**M1 wires**

The bar under the picture is 50 microns long.
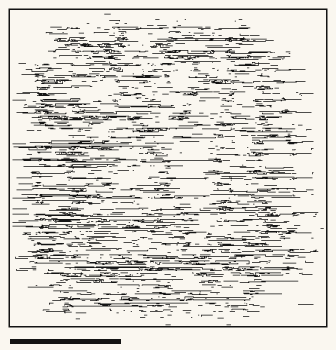
**Metal 2**

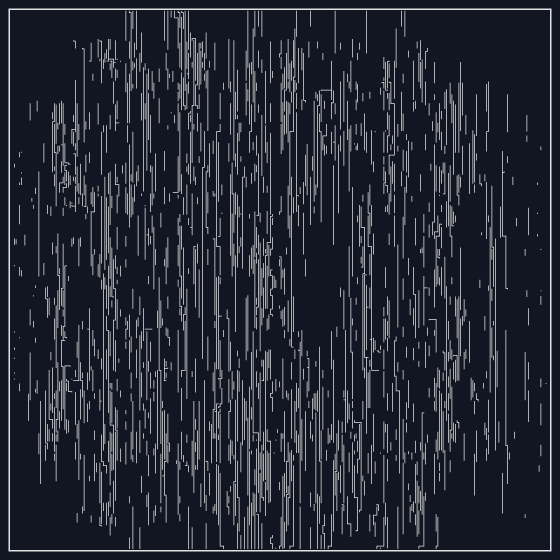
==> config.mk <==
export PLATFORM = sky130hd
export DESIGN_NAME = mant_mul_seq
export DESIGN_NICKNAME = d
export VERILOG_FILES = /design/src/rtl/fpu_pkg.sv /design/src/rtl/add_48_bit.sv /design/src/rtl/mant_mul_seq.sv
export SDC_FILE = /design/constraint.sdc
export NUM_CORES = 1
export LEC_CHECK = 0
export ABC_CLOCK_PERIOD_IN_PS = 18150
export CORE_MARGIN = 2
export CORE_UTILIZATION = 43
export CTS_CLUSTER_SIZE = 28
export DETAILED_ROUTE_END_ITERATION = 8
export PLACE_DENSITY_LB_ADDON = 0.12
export SETUP_SLACK_MARGIN = 0.05
export SLEW_MARGIN = 40
export SYNTH_ARGS = -nofsm -noshare
export SYNTH_HDL_FRONTEND = slang
export SYNTH_HIERARCHICAL = 1
export SYNTH_SLANG_ARGS = --single-unit
==> constraint.sdc <==
create_clock -name clk -period 18.15 [get_ports clk]
set_clock_uncertainty 0.1 [all_clocks]
set_input_delay 2.7225 -clock clk [delete_from_list [all_inputs] [get_ports clk]]
set_output_delay 2.7225 -clock clk [all_outputs]
set_load 0.01 [all_outputs]
==> flow_summary.ini <==
; physical design summary
[pwr]
power_clock_w = 0.000344
powerComb_w = 0.000205
intPower_w = 0.0007274
p_total_w = 0.001052
clockPowerShare = 0.327
p_seq_w = 0.000503
netSwitchingFraction = 0.3084
power_density_mw_per_mm2 = 103.7

[die]
core_sq_mm = 0.01877
fp-utilization = 0.4395
tap_cells = 234

[synth]
fp_nets = 874
synth_warnings = 6
edf_count = 0
top_area_frac = 0.5309
ys_cells = 774
ys_types = 32
yosys_area_sq_mm = 0.008249
ys.flops = 175
ys.flop_type = dfrtp_1
synth.largest_area_cell = dfrtp_1
aoi_share = 0.1285
yosys.area_share.adder = 0.1147
syn_area_sq_mm = 0.008249
synth_top_cell_by_count = nand2_1
synth_cells = 774

[critical_path]
critPathMaxStageDelay_ns = 0.39
critPathRequiredTime_ns = 18.32
worstPathMaxFanout = 2
cp_common_cell = fa_2
reg2reg_depth = 52
slowest_stage = dfrtp_1
crit_cells = 52
critical_path.top_delay_family = adder cells
critPathKind = reg -> reg
end_kind = register

[layout]
buffers = 113
seq_cell_count = 175
design_area_sq_mm = 0.01015
n_antenna_cell = 0
flop_area_sq_mm = 0.004380
mostFrequentLayoutCells = nand2_1, dfrtp_1, clkdlybuf4s50_1
clock_tree_area_fraction = 0.05512
drive_gt1_frac = 0.1084
area_growth_pct = 23.01
fillers = 1620
clkbuf_count = 18
layout_top_cell = nand2_1
post-route-util = 0.5407

[placed_design]
dp.cells = 1068
port_buffers = 101
dp_slack_ns = -0.6251
place_area_sq_mm = 0.009484

[routing]
wl_per_cell_microns = 16.37
dr.pass1.iters = 7
routed-wl-met3_microns = 634
ant_nets = 0
remaining_drc_errors = 0
drt_iter0_markers = 447

[cts]
clock.latency.late_pin_ns = 0.43
post_cts_resize_count = 16
cts_buffer_depth = 2
cts_tree = built
cts_hold_repair.buffers = 0

[timing]
max-slew-margin-rel = 0.4860
setup_violations = 0
fmax_mhz = 56.70
finalClockPeriodUsage = 0.9717
hold_viol = 0

[global_routing]
grt_pass1_vias = 6109
top_usage_layer = met2
grt_max_degree = 110
grtUsageTotal = 0.1906
grt_overflow = 0

[run_status]
status = finished, final reports clean
About 'M1 wires':
wire length on this layer: 8300 microns
longest straight run: 35.4 microns
share of all routed wire: 46%
nets with wire on the layer: 876
routing usage on met1: 0.2516
total wire length: 18020 microns
vias post-DR: 5837

About 'metal 2':
wire length on this layer: 9030 microns
nets with wire on the layer: 771
main direction: vertical
longest straight run: 55.8 microns
met2 usage: 0.3211

